===== config.mk =====
export PLATFORM = sky130hd
export DESIGN_NAME = sample_strobe_gen_flat
export DESIGN_NICKNAME = d
export VERILOG_FILES = /design/src/rtl/sample_strobe_gen_pkg.sv /design/src/rtl/sample_strobe_gen_if.sv /design/src/rtl/sample_strobe_gen_chan.sv /design/src/rtl/sample_strobe_gen.sv /design/src/flat_wrapper.sv
export SDC_FILE = /design/constraint.sdc
export NUM_CORES = 1
export LEC_CHECK = 0
export CORE_ASPECT_RATIO = 1.75
export CORE_UTILIZATION = 45
export DETAILED_ROUTE_END_ITERATION = 7
export DONT_BUFFER_PORTS = 1
export PLACE_DENSITY = 0.61
export SYNTH_ARGS = -nofsm -noshare
export SYNTH_HDL_FRONTEND = slang
export SYNTH_HIERARCHICAL = 1
export SYNTH_SLANG_ARGS = --single-unit

===== constraint.sdc =====
create_clock -name clk -period 4 [get_ports clk]
set_input_delay 0.4 -clock clk [delete_from_list [all_inputs] [get_ports clk]]
set_output_delay 0.4 -clock clk [all_outputs]
set_load 0.05 [all_outputs]

===== src/rtl/sample_strobe_gen_pkg.sv =====
// Shared types and configuration check for sample_strobe_gen.
package sample_strobe_gen_pkg;
  localparam int unsigned MAX_CHANNELS = 8;
  localparam int unsigned MAX_DIV_W    = 16;
  localparam int unsigned MAX_CNT_W    = 32;

  // IDLE: wait for start | RUN: count points | DRAIN: flush log channels | DONE: end pulse
  typedef enum logic [1:0] {ST_IDLE, ST_RUN, ST_DRAIN, ST_DONE} state_e;

  typedef logic [MAX_DIV_W-1:0] div_word_t;

  // Sized for the largest supported instance; narrower instances zero-fill the upper bits.
  typedef struct packed {
    div_word_t [MAX_CHANNELS-1:0] div;
    div_word_t [MAX_CHANNELS-1:0] phase;
    logic [MAX_CNT_W-1:0]         points;
    logic                         mode;
  } cfg_t;

  function automatic logic cfg_bad(input cfg_t cfg, input int unsigned n_chan);
    logic bad;
    bad = !cfg.mode && (cfg.points == '0);
    for (int unsigned k = 0; k < MAX_CHANNELS; k++) begin
      if ((k < n_chan) && ((cfg.div[k] == '0) || (cfg.phase[k] >= cfg.div[k])))
        bad = 1'b1;
    end
    return bad;
  endfunction
endpackage


===== src/rtl/sample_strobe_gen_if.sv =====
// Control and status bundle between sample_strobe_gen and the logic it paces.
interface sample_strobe_gen_if #(
  parameter int unsigned CHANNELS = 2,
  parameter int unsigned DIV_W    = 16,
  parameter int unsigned CNT_W    = 32
) ();
  logic                      enable;
  logic                      start;
  logic                      abort;
  logic                      mode_i;
  logic [CHANNELS*DIV_W-1:0] div_i;
  logic [CHANNELS*DIV_W-1:0] phase_i;
  logic [CNT_W-1:0]          points_i;
  logic [CHANNELS-1:0]       strobe_o;
  logic                      busy_o;
  logic                      done_o;
  logic [CNT_W-1:0]          point_cnt_o;
  logic                      cfg_err_o;

  modport master (
    output enable, start, abort, mode_i, div_i, phase_i, points_i,
    input  strobe_o, busy_o, done_o, point_cnt_o, cfg_err_o
  );

  modport slave (
    input  enable, start, abort, mode_i, div_i, phase_i, points_i,
    output strobe_o, busy_o, done_o, point_cnt_o, cfg_err_o
  );
endinterface


===== src/rtl/sample_strobe_gen_chan.sv =====
// One strobe channel: wrapping divide counter, phase compare and gated strobe.
module strobe_chan #(
  parameter int unsigned DIV_W = 16
) (
  input  logic             clk,
  input  logic             rst,
  input  logic             i_clr,
  input  logic             i_adv,
  input  logic             i_live,
  input  logic [DIV_W-1:0] i_div,
  input  logic [DIV_W-1:0] i_phase,
  output logic             o_strobe
);
  logic [DIV_W-1:0] r_cnt;

  always_ff @(posedge clk) begin
    if (rst) begin
      r_cnt <= '0;
    end else if (i_clr) begin
      r_cnt <= '0;
    end else if (i_adv) begin
      r_cnt <= (r_cnt == i_div - DIV_W'(1)) ? '0 : r_cnt + DIV_W'(1);
    end
  end

  assign o_strobe = i_live && (r_cnt == i_phase);
endmodule


===== src/rtl/sample_strobe_gen.sv =====
// Run sequencer around CHANNELS strobe channels: FSM, point counter, drain tracking.
module sample_strobe_gen
  import sample_strobe_gen_pkg::*;
#(
  parameter int unsigned CHANNELS = 2,
  parameter int unsigned DIV_W    = 16,
  parameter int unsigned CNT_W    = 32
) (
  input logic                clk,
  input logic                rst,
  sample_strobe_gen_if.slave bus
);
  localparam logic [CHANNELS-1:0] PEND_INIT = ~CHANNELS'(1);

  state_e              r_state, w_state_nxt;
  cfg_t                r_cfg, w_cfg_in;
  logic [CNT_W-1:0]    r_pt_cnt;
  logic [CHANNELS-1:0] r_pend;
  logic                r_tick;
  logic                r_cfg_err;
  logic [CHANNELS-1:0] w_strobe;
  logic                w_busy, w_start_ok, w_start_bad, w_adv, w_last_pt;
  logic                w_unused_cfg;

  always_comb begin
    w_cfg_in = '0;
    for (int unsigned k = 0; k < CHANNELS; k++) begin
      w_cfg_in.div[k][DIV_W-1:0]   = bus.div_i[k*DIV_W +: DIV_W];
      w_cfg_in.phase[k][DIV_W-1:0] = bus.phase_i[k*DIV_W +: DIV_W];
    end
    w_cfg_in.points[CNT_W-1:0] = bus.points_i;
    w_cfg_in.mode              = bus.mode_i;
  end

  assign w_busy      = (r_state == ST_RUN) || (r_state == ST_DRAIN);
  assign w_start_ok  = (r_state == ST_IDLE) && bus.start && !cfg_bad(w_cfg_in, CHANNELS);
  assign w_start_bad = (r_state == ST_IDLE) && bus.start && cfg_bad(w_cfg_in, CHANNELS);
  assign w_adv       = w_busy && bus.enable && !bus.abort;
  assign w_last_pt   = !r_cfg.mode && (r_pt_cnt == r_cfg.points[CNT_W-1:0] - CNT_W'(1));

  // r_tick marks cycles whose counter value was just reached, so a paused counter sitting on its phase does not re-strobe.
  for (genvar k = 0; k < CHANNELS; k++) begin : g_chan
    strobe_chan #(.DIV_W(DIV_W)) u_chan (
      .clk      (clk),
      .rst      (rst),
      .i_clr    (w_start_ok),
      .i_adv    (w_adv),
      .i_live   (r_tick && ((k != 0) || (r_state == ST_RUN))),
      .i_div    (r_cfg.div[k][DIV_W-1:0]),
      .i_phase  (r_cfg.phase[k][DIV_W-1:0]),
      .o_strobe (w_strobe[k])
    );
  end

  always_comb begin
    w_state_nxt = r_state;
    case (r_state)
      ST_IDLE:  if (w_start_ok) w_state_nxt = ST_RUN;
      ST_RUN: begin
        if (bus.abort)                     w_state_nxt = ST_IDLE;
        else if (w_strobe[0] && w_last_pt) w_state_nxt = ST_DRAIN;
      end
      ST_DRAIN: begin
        if (bus.abort)                          w_state_nxt = ST_IDLE;
        else if ((r_pend & ~w_strobe) == '0)    w_state_nxt = ST_DONE;
      end
      ST_DONE:  w_state_nxt = ST_IDLE;
      default:  w_state_nxt = ST_IDLE;
    endcase
  end

  always_ff @(posedge clk) begin
    if (rst) begin
      r_state   <= ST_IDLE;
      r_cfg     <= '0;
      r_pt_cnt  <= '0;
      r_pend    <= '0;
      r_tick    <= 1'b0;
      r_cfg_err <= 1'b0;
    end else begin
      r_state <= w_state_nxt;
      r_tick  <= w_start_ok ||
                 (w_adv && ((w_state_nxt == ST_RUN) || (w_state_nxt == ST_DRAIN)));
      if (w_start_ok) begin
        r_cfg     <= w_cfg_in;
        r_pt_cnt  <= '0;
        r_cfg_err <= 1'b0;
      end else if (w_start_bad) begin
        r_cfg_err <= 1'b1;
      end
      if ((r_state == ST_RUN) && w_strobe[0] && !bus.abort)
        r_pt_cnt <= r_pt_cnt + CNT_W'(1);
      if ((r_state == ST_RUN) && (w_state_nxt == ST_DRAIN))
        r_pend <= PEND_INIT;
      else if (r_state == ST_DRAIN)
        r_pend <= r_pend & ~w_strobe;
    end
  end

  assign bus.strobe_o    = w_strobe;
  assign bus.busy_o      = w_busy;
  assign bus.done_o      = (r_state == ST_DONE);
  assign bus.point_cnt_o = r_pt_cnt;
  assign bus.cfg_err_o   = r_cfg_err;
  assign w_unused_cfg    = ^r_cfg;
endmodule

===== src/flat_wrapper.sv =====
// flat-port wrapper written by rule: the top's interface ports become plain ports
module sample_strobe_gen_flat import sample_strobe_gen_pkg::*;
#(
  parameter int unsigned CHANNELS = 2,
  parameter int unsigned DIV_W    = 16,
  parameter int unsigned CNT_W    = 32
)
  (clk, rst, bus_enable, bus_start, bus_abort, bus_mode_i, bus_div_i, bus_phase_i, bus_points_i, bus_strobe_o, bus_busy_o, bus_done_o, bus_point_cnt_o, bus_cfg_err_o);
  sample_strobe_gen_if #(.CHANNELS(CHANNELS), .DIV_W(DIV_W), .CNT_W(CNT_W)) bus_i ();
  input logic clk;
  input logic rst;
  input wire logic [$bits(bus_i.enable)-1:0] bus_enable;
  input wire logic [$bits(bus_i.start)-1:0] bus_start;
  input wire logic [$bits(bus_i.abort)-1:0] bus_abort;
  input wire logic [$bits(bus_i.mode_i)-1:0] bus_mode_i;
  input wire logic [$bits(bus_i.div_i)-1:0] bus_div_i;
  input wire logic [$bits(bus_i.phase_i)-1:0] bus_phase_i;
  input wire logic [$bits(bus_i.points_i)-1:0] bus_points_i;
  output wire logic [$bits(bus_i.strobe_o)-1:0] bus_strobe_o;
  output wire logic [$bits(bus_i.busy_o)-1:0] bus_busy_o;
  output wire logic [$bits(bus_i.done_o)-1:0] bus_done_o;
  output wire logic [$bits(bus_i.point_cnt_o)-1:0] bus_point_cnt_o;
  output wire logic [$bits(bus_i.cfg_err_o)-1:0] bus_cfg_err_o;
  assign bus_i.enable = bus_enable;
  assign bus_i.start = bus_start;
  assign bus_i.abort = bus_abort;
  assign bus_i.mode_i = bus_mode_i;
  assign bus_i.div_i = bus_div_i;
  assign bus_i.phase_i = bus_phase_i;
  assign bus_i.points_i = bus_points_i;
  assign bus_strobe_o = bus_i.strobe_o;
  assign bus_busy_o = bus_i.busy_o;
  assign bus_done_o = bus_i.done_o;
  assign bus_point_cnt_o = bus_i.point_cnt_o;
  assign bus_cfg_err_o = bus_i.cfg_err_o;
  sample_strobe_gen #(.CHANNELS(CHANNELS), .DIV_W(DIV_W), .CNT_W(CNT_W)) u_core (.clk(clk), .rst(rst), .bus(bus_i));
endmodule

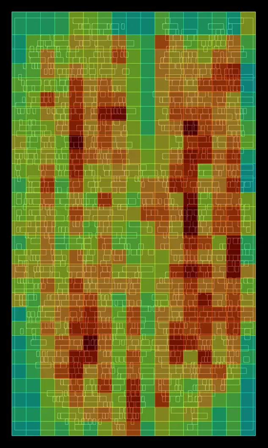
**Above:** run 1 (track usage over the die).
post-detailed-route wirelength per cell: 19.3 µm
most congested layer reported by global routing: met2
share of the core filled with cells in the final layout: 0.504
met1 Use GR: 0.268

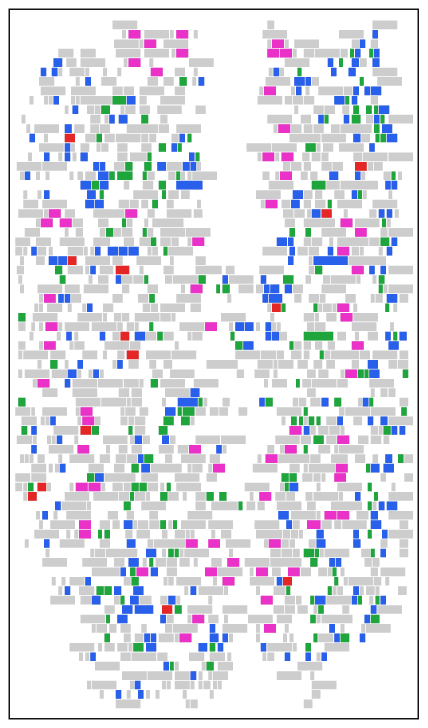
**Above:** run 1 (selected gate families).
legend:
  nand cells:
    colour: green
    cells: 159
    where: spread over the die
  non-inverting ao/oa cells:
    colour: red
    cells: 13
  aoi and oai cells:
    colour: blue
    cells: 209
    where: spread over the die
  mux cells:
    colour: magenta
    cells: 66
    where: spread over the die
commonest non-fill, non-tap cell in the layout: nor2_1
combinational share of cell area: 0.582
post-layout instance count excluding filler cells: 1605

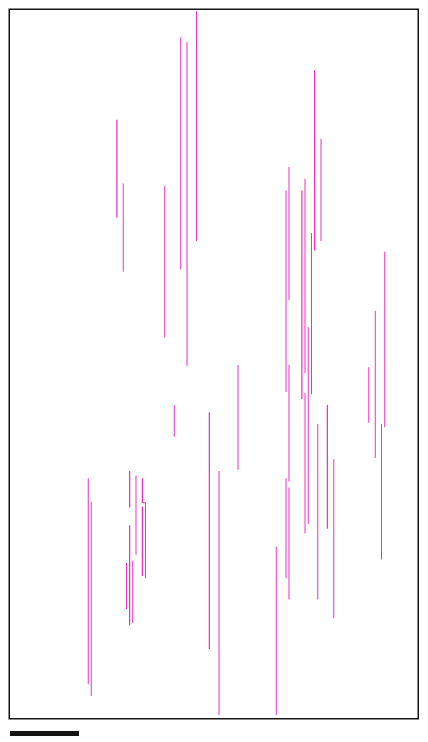
**Above:** run 1 (metal 4).
Bar = 20 µm.
nets with wire on the layer: 32
share of all routed wire: 5.2%
wire length on this layer: 1610 µm
main direction: vertical
Final Routed Wirelength: 31000 µm
total number of vias: 9326

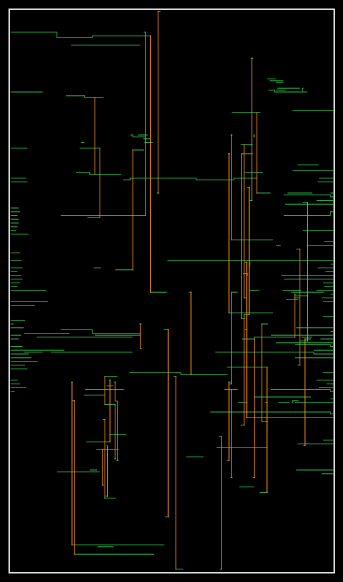
**Above:** run 1 (signal wires by layer).
Two of the layers only.
legend:
  M4:
    colour: orange
    wire_length: 1610 µm
  M3:
    colour: green
    wire_length: 1590 µm
All-Layer GR Usage: 0.261

-- run 1: critical path, delay by kind of cell (launching register included) --
| kind | cells | cell delay [ns] |
|---|---|---|
| AOI/OAI and AO/OA | 4 | 0.71 |
| xor gates and xnor gates | 1 | 0.18 |
| adders and majority gates | 1 | 0.24 |
| DFF | 1 | 0.37 |
| and+or+nand+nor | 9 | 1.82 |
-- run 1: kinds of logic after synthesis --
| kind of cell | count (synthesis) | share of synthesized area |
|---|---|---|
| and+or+nand+nor | 543 | 0.262 |
| AOI/OAI and AO/OA | 222 | 0.137 |
| DFF | 167 | 0.318 |
| xor gates and xnor gates | 140 | 0.119 |
| buffers and inverters | 127 | 0.0487 |
| muxes | 66 | 0.0630 |
| adders and majority gates | 44 | 0.0524 |
-- run 1: layer usage --
| metal | vias up | global-route usage | wire length (µm) |
|---|---|---|---|
| met5 | - | 0 | 0 |
| met4 | 0 | 0.159 | 1610 |
| met3 | 85 | 0.0572 | 1590 |
| met2 | 268 | 0.480 | 16100 |
| met1 | 4407 | 0.268 | 11800 |
| li1 | 4566 | - | - |
-- run 1: layout by cell type (no fill, tap or decap), drive strengths merged, types with 5 or more instances in the layout --
cell type    n
or4         10
a21oi       87
xnor2       84
nand4       31
nand2       72
or3         17
xor2        54
nand3b       8
a21o         6
mux2i       65
a311oi      15
nand2b       7
ha          44
buf         38
o21ai       39
a211oi      11
dfxtp      167
clkbuf      21
nand4b       7
nor4        38
nor2       227
or2          7
a31oi       16
o22ai        5
o211ai       9
nor2b       12
inv         54
nor3        32
and3        15
and2        11
nor4b        5
nand3       32
-- run 1: final timing paths --
path                            end  cells past startpoint
hold / removal    u_core/r_cfg[188]                      1
setup reg to reg      u_core/r_tick                     15
hold reg to reg    u_core/r_pend[0]                      2
setup / recovery      u_core/r_tick                     15
==> results.py, run 1 <==
# Metrics from the implementation run
metrics = {
    "power": {
        "top_power_group": "registers",
        "p_comb_mw": 1.34,
        "p_sw_mw": 1.61,
        "sequentialPower_mw": 1.89,
        "power_frac_seq": 0.384,
        "p_leak_nw": 4.33,
        "sw_share": 0.327,
    },
    "worst_setup_path": {
        "setup.worst_path.end_class": "flop",
        "worstPathRequired_ns": 4.37,
        "worstPathArrival_ns": 3.75,
        "setup.worst_path.start": "u_core/g_chan[0].u_chan/r_cnt[14]",
        "cp-start-kind": "flop",
        "r2r-start": "u_core/g_chan[0].u_chan/r_cnt[14]",
        "worst_path_cell_trace": "xor2_1 -> nor4_1 -> nand4_1 -> nor4_4 -> nor2b_1 -> o2111ai_1 -> a211oi_1 -> nand4_1 -> nor4_1 -> and4_1 -> nand4b_1 -> a21oi_1 -> ha_1 -> nand2b_1 -> a21oi_1",
    },
    "finish": {
        "final_nets": 1439,
        "layout.cell_area.non_filler_um2": 11500,
        "largest_register_ff_count": 97,
        "layout.non_clock_buffers": 38,
    },
    "clock_network": {
        "cts_root_buffer": "clkbuf_16",
        "cts_setup_buffers": 0,
        "cts.path.max_buffers": 2,
        "cts_hold_repair.buffers": 0,
        "cts_buffers": 17,
        "tritoncts": "built",
        "clock_transition_at_the_register_clock_pins_on_the_worst_setup_and_hold_paths_after_cts_ns": 0.07,
    },
    "global_route": {
        "number_of_antenna_violations_at_the_first_check_in_global_routing": 0,
        "wire_length_of_the_first_global_routing_pass_um": 48400,
        "globalRouteOverflowTotal": 0,
    },
    "logic_synthesis": {
        "synth-edff-count": 0,
        "netlist.top_cell.by_area": "dfxtp_1",
        "ranking_of_synthesized_cells_by_area": "dfxtp_1, nor2_1, xnor2_1, mux2i_1, ha_1",
        "post_synthesis_instance_total": 1309,
        "most_popular_library_cell_in_the_synthesized_design_by_count": "nor2_1",
        "numSynthFlops": 167,
    },
    "floorplan": {
        "well_tap_count": 300,
        "rows": 73,
        "core_um2": 22800,
    },
    "routing": {
        "drt_first_pass_iters": 5,
        "drc_violation_count_after_routing": 0,
        "via_per_instance_ratio": 5.81,
        "route.antenna.remaining_nets": 0,
    },
    "timing": {
        "period_used_share": 0.844,
        "final_period_minus_worst_setup_slack_ns": 3.38,
        "timing.fmax_mhz": 296,
    },
    "outcome": {
        "outcome": "complete, no violations",
    },
    "placed_design": {
        "post_dp_cell_area_um2": 10900,
    },
}
==> inputs of run 2 (changes only) <==
==> constraint.sdc (replaced) <==
create_clock -name clk -period 3.5 [get_ports clk]
set_input_delay 0.35 -clock clk [delete_from_list [all_inputs] [get_ports clk]]
set_output_delay 0.35 -clock clk [all_outputs]
set_load 0.05 [all_outputs]
==> run 2 against run 1 <==
- die area did not move
- flip-flop count unchanged
- non-clock buffer count rose by 31
- combinational power grew 21%
- cell count up 2.0%
- synthesized cell count unchanged
- highest routed layer unchanged
==> results.py, run 2 <==
# Metrics from the implementation run
metrics = {
    "clock_network": {
        "tritoncts": "built",
        "clock_tree.htree_level_count": 4,
        "clock_transition_at_the_register_clock_pins_on_the_worst_setup_and_hold_paths_after_cts_ns": 0.07,
        "cts_buffers": 17,
        "cts_setup_buffers": 0,
        "cts_root_buffer": "clkbuf_16",
        "cts.path.max_buffers": 2,
    },
    "timing": {
        "final_max_slew_viol_count": 0,
        "endpoints_failing_setup": 0,
        "worstMarginPinSlew_ns": 1.12,
        "rsz0062_at_grt": "false",
        "relSlewSlack": 0.253,
        "final_period_minus_worst_setup_slack_ns": 3.28,
        "period_used_share": 0.936,
        "timing.fmax_mhz": 305,
    },
    "floorplan": {
        "rows": 73,
        "core_um2": 22800,
        "floorplan.io_pins": 139,
    },
    "logic_synthesis": {
        "post_synthesis_instance_total": 1309,
        "synth-edff-count": 0,
        "synth.comb.largest_family": "simple AND/OR/NAND/NOR gates",
        "ys_sh_mux": 0.0630,
        "synthesis.yosys.warnings": 6,
        "yosysSeqAreaShare": 0.318,
        "simple_gate_share": 0.262,
        "most_popular_library_cell_in_the_synthesized_design_by_count": "nor2_1",
        "post_synth_xor_area_fraction": 0.119,
        "numSynthFlops": 167,
        "syn_area_per_cell_um2": 8.03,
        "netlist.top_cell.by_area": "dfxtp_1",
        "synth-adder-area-share": 0.0524,
        "top_cells_by_count": "nor2_1, dfxtp_1, a21oi_1",
        "ranking_of_synthesized_cells_by_area": "dfxtp_1, nor2_1, xnor2_1, mux2i_1, ha_1",
        "area_figure_in_the_yosys_stat_output_um2": 10500,
        "synth-compound-area-share": 0.137,
    },
    "worst_setup_path": {
        "worst_path_cell_trace": "nor4_4 -> nand4b_4 -> nand4bb_1 -> or4_4 -> a2111oi_4 -> o2111ai_1 -> o21bai_2 -> and2_1 -> ha_1 -> nand2b_1 -> a21oi_1",
        "worstPathRequired_ns": 3.86,
        "worstPathArrival_ns": 3.64,
        "regToRegEndpoint": "u_core/r_tick",
        "worst_path_dominant_cell_family": "simple AND/OR/NAND/NOR gates",
        "cp-start-kind": "flop",
        "depth_of_the_worst_register_to_register_path": 11,
        "setup.worst_path.start": "u_core/r_cfg[9]",
        "timing_worst_setup_path_type": "flop to flop",
        "critical_path.n_buffers_inverters": 0,
        "setup.worst_path.end_class": "flop",
        "r2r-start": "u_core/r_cfg[9]",
    },
    "global_route": {
        "number_of_antenna_violations_at_the_first_check_in_global_routing": 0,
        "globalRouteOverflowTotal": 0,
        "grtUsageTotal": 0.273,
        "wire_length_of_the_first_global_routing_pass_um": 50900,
    },
    "routing": {
        "drt_first_pass_iters": 7,
        "postRouteWirelength_um": 32800,
        "detail_route.wl_per_cell_um": 20.1,
        "via_per_instance_ratio": 5.86,
        "vias": 9589,
        "drc_violation_count_after_routing": 0,
        "route.antenna.remaining_nets": 0,
    },
    "power": {
        "intPower_mw": 3.83,
        "power_frac_seq": 0.373,
        "top_power_group": "registers",
        "p_leak_nw": 4.52,
        "p_sw_mw": 1.92,
        "p_comb_mw": 1.62,
        "sw_share": 0.333,
        "power.share.combinational": 0.282,
    },
    "worst_hold_path": {
        "min-delay-start": "bus_phase_i[28]",
        "min_delay_worst_endpoint": "u_core/r_cfg[61]",
        "hold_path_depth": 2,
    },
    "finish": {
        "final_nets": 1470,
        "final_common_cell": "nor2_1",
        "fillerInstances": 2226,
        "most_common_logic_cells_in_the_final_layout": "nor2_1, dfxtp_1, a21oi_1, xnor2_1, nand2_1",
        "largest_register_ff_count": 97,
    },
    "run": {
        "number_of_maximum_capacitance_violations": 0,
    },
    "placed_design": {
        "post-dp-hpwl_um": 24400,
        "place.gp.congestion": 0.938,
    },
    "outcome": {
        "outcome": "complete, no violations",
    },
}
[run 2: cell counts after synthesis]
No cell type changed its count.
[run 2: per-layer routing]
metal  GRT usage  up-vias  wire [µm]
li1            -     4635          -
met1       0.288     4590      12500
met2       0.512      295      17100
met3      0.0564       69       1950
met4       0.136        0       1350
met5           0        -          0
[run 2: layout make-up]
class / count / area, µm² / share of cell area
multi-input cells: 1015 / 6710 / 0.568
inverters: 54 / 205 / 0.0174
clock inverters: 14 / 173 / 0.0146
well taps: 300 / 375 / 0.0318
flip-flops and latches: 167 / 3340 / 0.283
clock buffers: 18 / 439 / 0.0372
repair buffers: 69 / 568 / 0.0481
[run 2: timing repair]
item,in CTS,in global routing
hold buffers,4,0
endpoints found under the hold margin,72,0
endpoints found under the setup margin,0,1
resized,0,3
[run 2: worst max path at each step]
stage	slack, ns	cells after the start	endpoint
after floorplan	0.03	16	u_core/r_tick
after global placement	0.34	16	u_core/r_tick
after detailed placement	0.27	11	u_core/r_tick
after CTS	0.25	11	u_core/r_tick
after global routing	0.01	16	u_core/r_tick
final	0.22	11	u_core/r_tick
[run 2: kinds of logic (layout without fill, tap and decap cells)]
group | after synthesis | after routing
AOI/OAI and AO/OA | 222 | 222
and+or+nand+nor | 543 | 543
DFF | 167 | 167
buffers and inverters | 127 | 155
muxes | 66 | 66
adders and majority gates | 44 | 44
xor gates and xnor gates | 140 | 140
[run 2: stage by stage]
step	hold slack (ns)	cell area (µm²)	util	std cells	setup WS [ns]
final	0.0630	11800	0.517	1637	0.225
after CTS	0.0446	11800	0.517	1637	0.245
after global routing	0.0522	11800	0.517	1637	0.0113
after floorplan	0.427	10500	-	1309	0.0262
after global placement	0.436	11100	0.487	1601	0.339
after detailed placement	0.438	11100	0.487	1601	0.270
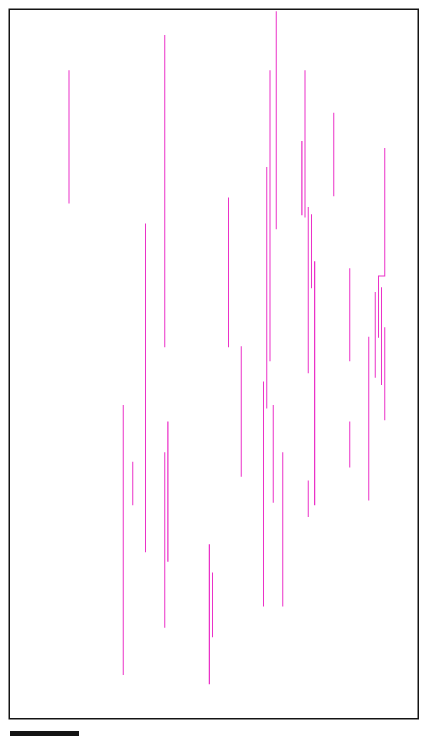
**Above:** run 2 (metal 4).
Bar = 20 µm.
main direction: vertical
longest straight run: 94.5 µm
wire length on this layer: 1350 µm

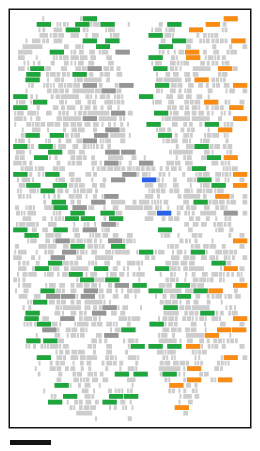
**Above:** run 2 (sequential cells coloured by netlist name).
Bar = 20 µm. Other sequential cells in the stronger grey, the rest of the logic in the fainter grey.
legend:
  u_core/r_cfg:
    colour: green
    sequential_cells: 97
    where: spread over the die
  u_core/bus.point_cnt_o:
    colour: orange
    sequential_cells: 32
    where: a column on the right
  u_core/r_state:
    colour: blue
    sequential_cells: 2
not coloured: 36
Storage cell area: 3340 µm²
power consumed by sequential cells: 2.15 mW
share of the core filled with cells in the final layout: 0.517

==> inputs of run 3 (changes only) <==
--- a/config.mk
+++ b/config.mk
@@ -7,9 +7,11 @@
 export LEC_CHECK = 0
 export CORE_ASPECT_RATIO = 1.75
 export CORE_UTILIZATION = 45
+export CTS_BUF_LIST = sky130_fd_sc_hd__clkbuf_2
 export DETAILED_ROUTE_END_ITERATION = 7
 export DONT_BUFFER_PORTS = 1
 export PLACE_DENSITY = 0.61
+export SKIP_LAST_GASP = 1
 export SYNTH_ARGS = -nofsm -noshare
 export SYNTH_HDL_FRONTEND = slang
 export SYNTH_HIERARCHICAL = 1
==> run 3 against run 2 <==
- cell count up 6.4%
- critical path depth up 4
- sequential power about the same
- count of clock-buffer cells in the layout down 1
- wire length up 2.4%
- flip-flop count unchanged
- die area unchanged
- critical endpoint unchanged
- largest cell class unchanged
==> results.py, run 3 <==
# Metrics from the implementation run
metrics = {
    "outcome": {
        "outcome": "complete, no violations",
    },
    "global_route": {
        "number_of_antenna_violations_at_the_first_check_in_global_routing": 2,
        "wire_length_of_the_first_global_routing_pass_um": 52600,
        "globalRouteOverflowTotal": 0,
        "grtUsageTotal": 0.280,
    },
    "logic_synthesis": {
        "most_popular_library_cell_in_the_synthesized_design_by_count": "nor2_1",
        "post_synthesis_instance_total": 1309,
        "numSynthFlops": 167,
        "ys_sh_mux": 0.0630,
        "synthesis.yosys.warnings": 6,
        "synth-edff-count": 0,
        "simple_gate_share": 0.262,
        "synth-compound-area-share": 0.137,
        "synth-adder-area-share": 0.0524,
        "syn_area_per_cell_um2": 8.03,
        "yosysSeqAreaShare": 0.318,
        "ranking_of_synthesized_cells_by_area": "dfxtp_1, nor2_1, xnor2_1, mux2i_1, ha_1",
        "area_figure_in_the_yosys_stat_output_um2": 10500,
        "synth.comb.largest_family": "simple AND/OR/NAND/NOR gates",
        "summed_instance_area_of_the_synthesized_netlist_um2": 10500,
    },
    "worst_setup_path": {
        "worstPathArrival_ns": 4.06,
        "regToRegEndpoint": "u_core/r_tick",
        "setup.worst_path.end_class": "flop",
        "worstPathRequired_ns": 4.24,
        "cp-start-kind": "flop",
        "setup.worst_path.start": "u_core/g_chan[0].u_chan/r_cnt[6]",
        "timing_worst_setup_path_type": "flop to flop",
        "r2r-start": "u_core/g_chan[0].u_chan/r_cnt[6]",
    },
    "routing": {
        "postRouteWirelength_um": 33600,
        "via_per_instance_ratio": 5.78,
        "vias": 10100,
        "drc_violation_count_after_routing": 0,
        "detail_route.wl_per_cell_um": 19.3,
        "route.antenna.remaining_nets": 0,
    },
    "timing": {
        "final_max_slew_viol_count": 0,
        "finalWorstSetupSlack_ns": 0.179,
        "timing.fmax_mhz": 301,
        "relSlewSlack": 0.539,
        "final_period_minus_worst_setup_slack_ns": 3.32,
        "endpoints_failing_setup": 0,
        "worstMarginPinSlew_ns": 0.691,
    },
    "worst_hold_path": {
        "min-delay-start": "bus_phase_i[21]",
        "hold_path_depth": 5,
        "min_delay_worst_endpoint": "u_core/r_tick",
    },
    "finish": {
        "layout.area.comb_um2": 6730,
        "most_common_logic_cells_in_the_final_layout": "nor2_1, dfxtp_1, dlygate4sd3_1",
        "final_nets": 1572,
        "fillerInstances": 2205,
        "layout.cell_area.non_filler_um2": 12500,
        "regArea_um2": 3350,
        "largest_register_ff_count": 97,
    },
    "clock_network": {
        "cts_buffers": 17,
        "clock_transition_at_the_register_clock_pins_on_the_worst_setup_and_hold_paths_after_cts_ns": 0.25,
        "cts_root_buffer": "clkbuf_2",
        "tritoncts": "built",
        "cts.path.max_buffers": 2,
    },
    "placed_design": {
        "place_ws_ns": 0.270,
        "place.gp.congestion": 0.938,
        "post_dp_cell_area_um2": 11100,
    },
    "power": {
        "p_sw_mw": 1.87,
        "sequentialPower_mw": 2.16,
        "p_leak_nw": 4.80,
        "power_frac_seq": 0.427,
        "top_power_group": "registers",
        "intPower_mw": 3.17,
        "p_comb_mw": 1.72,
        "power.share.combinational": 0.341,
        "sw_share": 0.371,
    },
}
[run 3: critical path, cell delays in order, from the launching register on]
cell and delay [ns]:
dfxtp_2 0.38, xor2_1 0.16, nor4_1 0.27, nand4_1 0.20
nor4_4 0.30, nor2b_4 0.19, o2111ai_2 0.14, a211oi_2 0.18
nand4_1 0.12, nor4_2 0.25, and4_1 0.22, nand4b_1 0.15
a21oi_2 0.17, ha_1 0.23, nand2b_1 0.15, a21oi_1 0.16
[run 3: per-layer routing]
layer	share of wire	routed length, µm	GRT usage
met1	0.39	13200	0.307
met5	0	0	0
met3	0.050	1690	0.0488
met4	0.041	1370	0.137
met2	0.52	17400	0.518
[run 3: worst max path at each step]
| stage | to | cells after the start | slack [ns] |
|---|---|---|---|
| finish | u_core/r_tick | 15 | 0.18 |
| global route | u_core/r_tick | 15 | -0.007 |
| CTS | u_core/r_cfg[15] | 12 | 0.22 |
| detailed placement | u_core/r_tick | 11 | 0.27 |
| global placement | u_core/r_tick | 16 | 0.34 |
| floorplan | u_core/r_tick | 16 | 0.03 |
[run 3: what timing repair did]
action / 4_1_cts / 5_1_grt
hold buffers: 103 / 1
resized: 0 / 11
hold endpoints to repair: 167 / 1
setup endpoints to repair: 0 / 2
setup buffers: 0 / 2
[run 3: through the flow]
step,instances,hold slack [ns],power (mW)
2_1_floorplan,1309,0.427,3.36
3_3_place_gp,1601,0.436,3.72
3_5_place_dp,1601,0.438,3.74
4_1_cts,1736,0.00119,5.04
5_1_grt,1742,0.111,5.31
6_report,1742,0.170,5.04
[run 3: cell type report]
class,count,area share
Sequential cell,167,0.268
Antenna cell,3,0.000601
Clock inverter,15,0.0141
Timing Repair Buffer,171,0.126
Inverter,54,0.0164
Multi-Input combinational cell,1015,0.538
Clock buffer,17,0.00681
Tap cell,300,0.0300
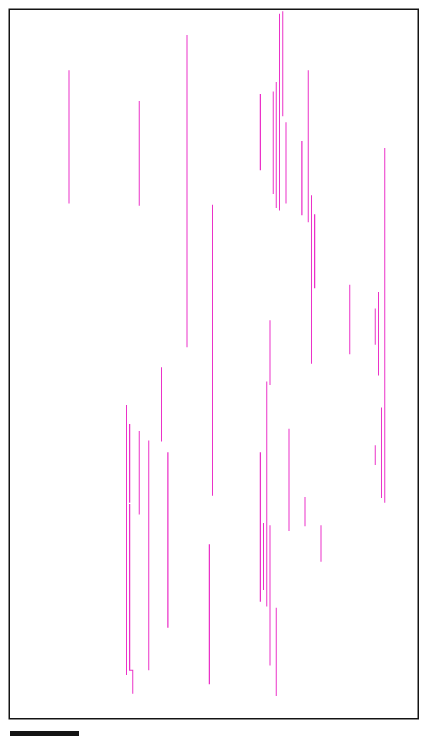
**Above:** run 3 (metal 4).
Bar = 20 µm.
share of all routed wire: 4.1%
wire length on this layer: 1370 µm
nets with wire on the layer: 30

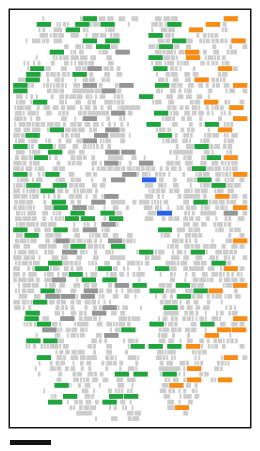
**Above:** run 3 (sequential cells coloured by netlist name).
Bar = 20 µm. Other sequential cells in the stronger grey, the rest of the logic in the fainter grey.
legend:
  u_core/bus.point_cnt_o:
    colour: orange
    sequential_cells: 32
    where: a column on the right
  u_core/r_cfg:
    colour: green
    sequential_cells: 97
    where: spread over the die
  u_core/r_state:
    colour: blue
    sequential_cells: 2
not coloured: 36

No activity file was given, so power comes from the tool's default toggle rates.
